Fig. 1: run 1, clock network drawn from the DEF
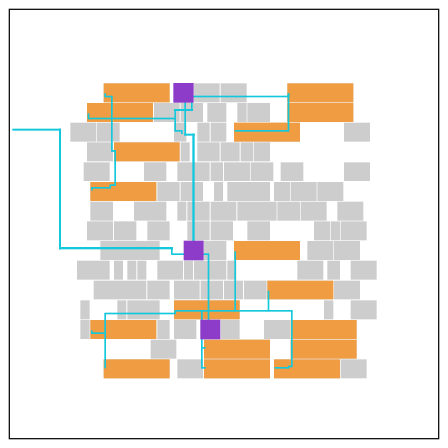
Fig. 2: run 1, the clock network
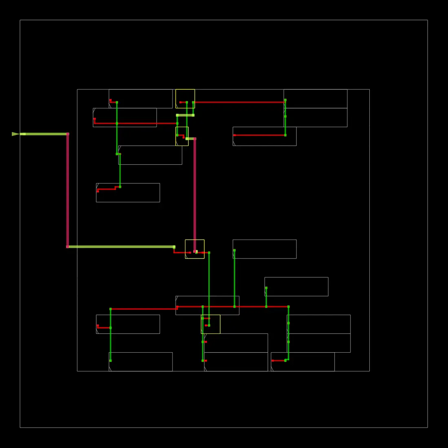
Fig. 3: run 1, sizing map
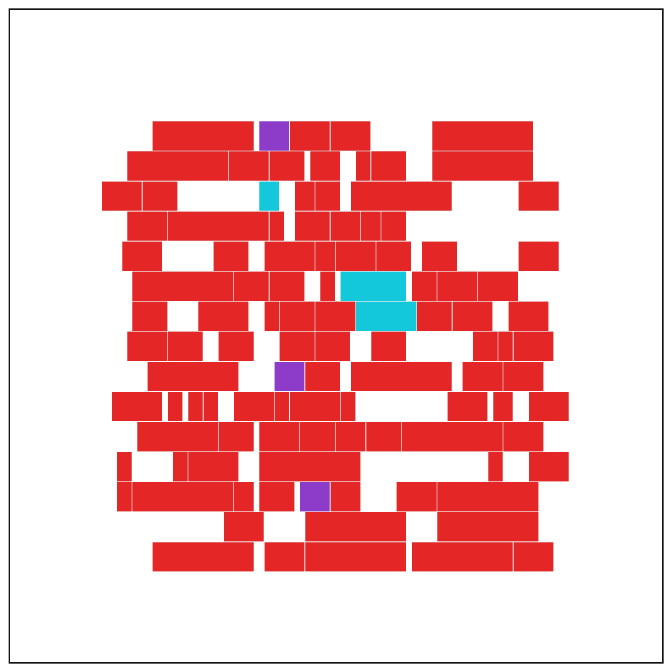
==> config.mk <==
export PLATFORM = sky130hd
export DESIGN_NAME = fifo_write_pointer_full
export DESIGN_NICKNAME = d
export VERILOG_FILES = /design/src/rtl/fifo_pkg.sv /design/src/rtl/fifo_gray_to_binary.sv /design/src/rtl/fifo_write_pointer_full.sv
export SDC_FILE = /design/constraint.sdc
export NUM_CORES = 1
export LEC_CHECK = 0
export CAP_MARGIN = 30
export CORE_MARGIN = 8
export CORE_UTILIZATION = 50
export DETAILED_ROUTE_END_ITERATION = 12
export GPL_ROUTABILITY_DRIVEN = 0
export PLACE_DENSITY = 0.88
export SKIP_CTS_REPAIR_TIMING = 1
export SYNTH_ARGS = -nofsm -noshare
export SYNTH_HDL_FRONTEND = slang
export SYNTH_HIERARCHICAL = 1
export SYNTH_SLANG_ARGS = --single-unit
==> constraint.sdc <==
create_clock -name write_clock -period 7.6 [get_ports write_clock]
set_input_delay 1.52 -clock write_clock [delete_from_list [all_inputs] [get_ports write_clock]]
set_output_delay 1.52 -clock write_clock [all_outputs]
set_load 0.05 [all_outputs]
==> summary.txt, run 1 <==
Notes on the flow outputs.

- The flow ran to the end, and the final reports show no timing, DRC or antenna violations.
- The number of antenna violations at the first check in global routing came to 0.
- The arrival time of data at the critical path endpoint reads 4.18 ns.
- The depth of the CTS H-tree is 1.
- The CTS tree reads yes.
- The overall fraction of global-route tracks in use is 11.2%.
- Measured against the total synthesized area, the mux share comes to 0%.
- The number of cells on the critical path is 9.
- The first routing iteration left 7 violations.
- The average detailed-routed wire length per instance is 13.6 um.
- The type recorded for the worst min-delay path is reg -> reg.
- The main area contributors are dfrtp_1, xnor2_1, ha_1, xor2_1, inv_1.
- The setup-violating endpoint count in the final report reads 0.
- The area share of buffers outside the clock network reads 20.4%.
- The die outline width is 59.0 um.
- The clock passes through at most 2 buffers.
- The sum of negative setup slack is 0 ns.
- The cell with the biggest individual delay on the critical path is clkdlybuf4s50_1.
- The report gives the cell count of the worst hold path as 2.
- The post-place setup slack is 3.32 ns.
- After synthesis, the most frequently instantiated cells are dfrtp_1, xnor2_1, inv_1, xor2_1, ha_1.
Notes on Fig. 1 above:
[clock-net drivers] purple | count: 3
[clock wires] cyan | length: 210 um
[flip-flops] orange | count: 17
routed clock nets: 4
final worst clock skew: 0.00223 ns
clock latency on the worst-skew pair: 0.29 ns

Notes on Fig. 2 above:
clock sinks: 17
cts bufs inserted: 3

Notes on Fig. 3 above:
| size | colour | cells | share |
|---|---|---|---|
| x3 and x4 | purple | 3 | 2.8% |
| x2 | cyan | 3 | 2.8% |
| x1 and smaller | red | 101 | 94% |
Signal buffers: 25
Setup WS post-layout: 3.61 ns
synthesis-to-finish area growth: 32.6%

==> run 2, diff against run 1 <==
--- a/config.mk
+++ b/config.mk
@@ -7,10 +7,10 @@
 export LEC_CHECK = 0
 export CAP_MARGIN = 30
 export CORE_MARGIN = 8
-export CORE_UTILIZATION = 50
+export CORE_UTILIZATION = 42
 export DETAILED_ROUTE_END_ITERATION = 12
 export GPL_ROUTABILITY_DRIVEN = 0
-export PLACE_DENSITY = 0.88
+export PLACE_DENSITY = 0.79
 export SKIP_CTS_REPAIR_TIMING = 1
 export SYNTH_ARGS = -nofsm -noshare
 export SYNTH_HDL_FRONTEND = slang
==> constraint.sdc (replaced) <==
create_clock -name write_clock -period 3.25 [get_ports write_clock]
set_input_delay 0.65 -clock write_clock [delete_from_list [all_inputs] [get_ports write_clock]]
set_output_delay 0.65 -clock write_clock [all_outputs]
set_load 0.05 [all_outputs]
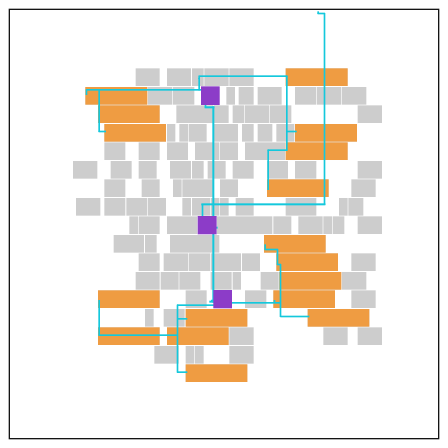
Fig. 4. Clock network drawn from the DEF (run 2).
[clock-net drivers] purple | count: 3
[clock wires] cyan | length: 205 um
[flip-flops] orange | count: 17
routed clock nets: 4
final worst clock skew: 0.00178 ns

==> summary.txt, run 2 <==
Notes on the flow outputs.

- The flow ran to the end, and the final reports show no timing, DRC or antenna violations.
- The post-place instance area is 1280 um2.
- The simple-gate area share of the yosys netlist reads 5.82%.
- Yosys reports the multiplexer fraction of the synthesized area as 0%.
- The number of buffers on the longest clock path is 2.
- The worst min-delay path class is reg -> reg.
- Cells with a size suffix above 1 make up 13.7% of the layout.
- The last timing report of the flow puts the setup violation total at 0.
- The die outline width is 62.9 um.
- For the worst-skew pair, the clock arrives at the later sink with an insertion delay of 0.29 ns.
- The endpoint kind of the worst setup timing path is a flop.
- The clock buffer count from CTS is 3.
- The CTS tree reads yes.
- The area overhead of the layout relative to synthesis is 41.1%.
- The final-report hold violation count reads 0.
- The least setup slack across all paths after layout is 0.341 ns.
- The number of cells on the critical path reads 9.
- The average detailed-routed wire length per instance is 13.2 um.
- Per the CTS log, the maximum H-tree level is 1.
- Non-clock buffers in the final layout number 35.
- The first-pass GRT wire length reads 3240 um.
- The overall fraction of global-route tracks in use reads 10.3%.
- The design received a total of 28 well taps at floorplan.
- The area share of buffers outside the clock network is 24.9%.
- The clock tree root buffer cell reads clkbuf_4.
- The share of the clock period used by the worst path after layout is 89.5%.
- The maximum achievable frequency reads 0.344 GHz.
- The aggregate global routing overflow reads 0.
- The DRC marker count from the first detailed-route iteration reads 13.
- For this design, the slowest cell found on the critical path is clkdlybuf4s50_1.
- The arrival time of data at the critical path endpoint is 3.10 ns.
- Sorting the synthesized cells by how often they occur yields dfrtp_1, xnor2_1, inv_1, xor2_1, ha_1.
- The worst hold path passes through 2 cells.
- The main area contributors are dfrtp_1, xnor2_1, ha_1, xor2_1, inv_1.
- For this design the top-level I/O count stands at 26.
- In the final timing run, aggregate negative setup slack is 0 ns.
- According to the CTS report, the clock sink count is 17.
- The number of antenna violations at the first check in global routing is 0.
- For this block, the routed nets add up to 1910 um of wire.
- For this run, the number of Yosys warnings is 6.
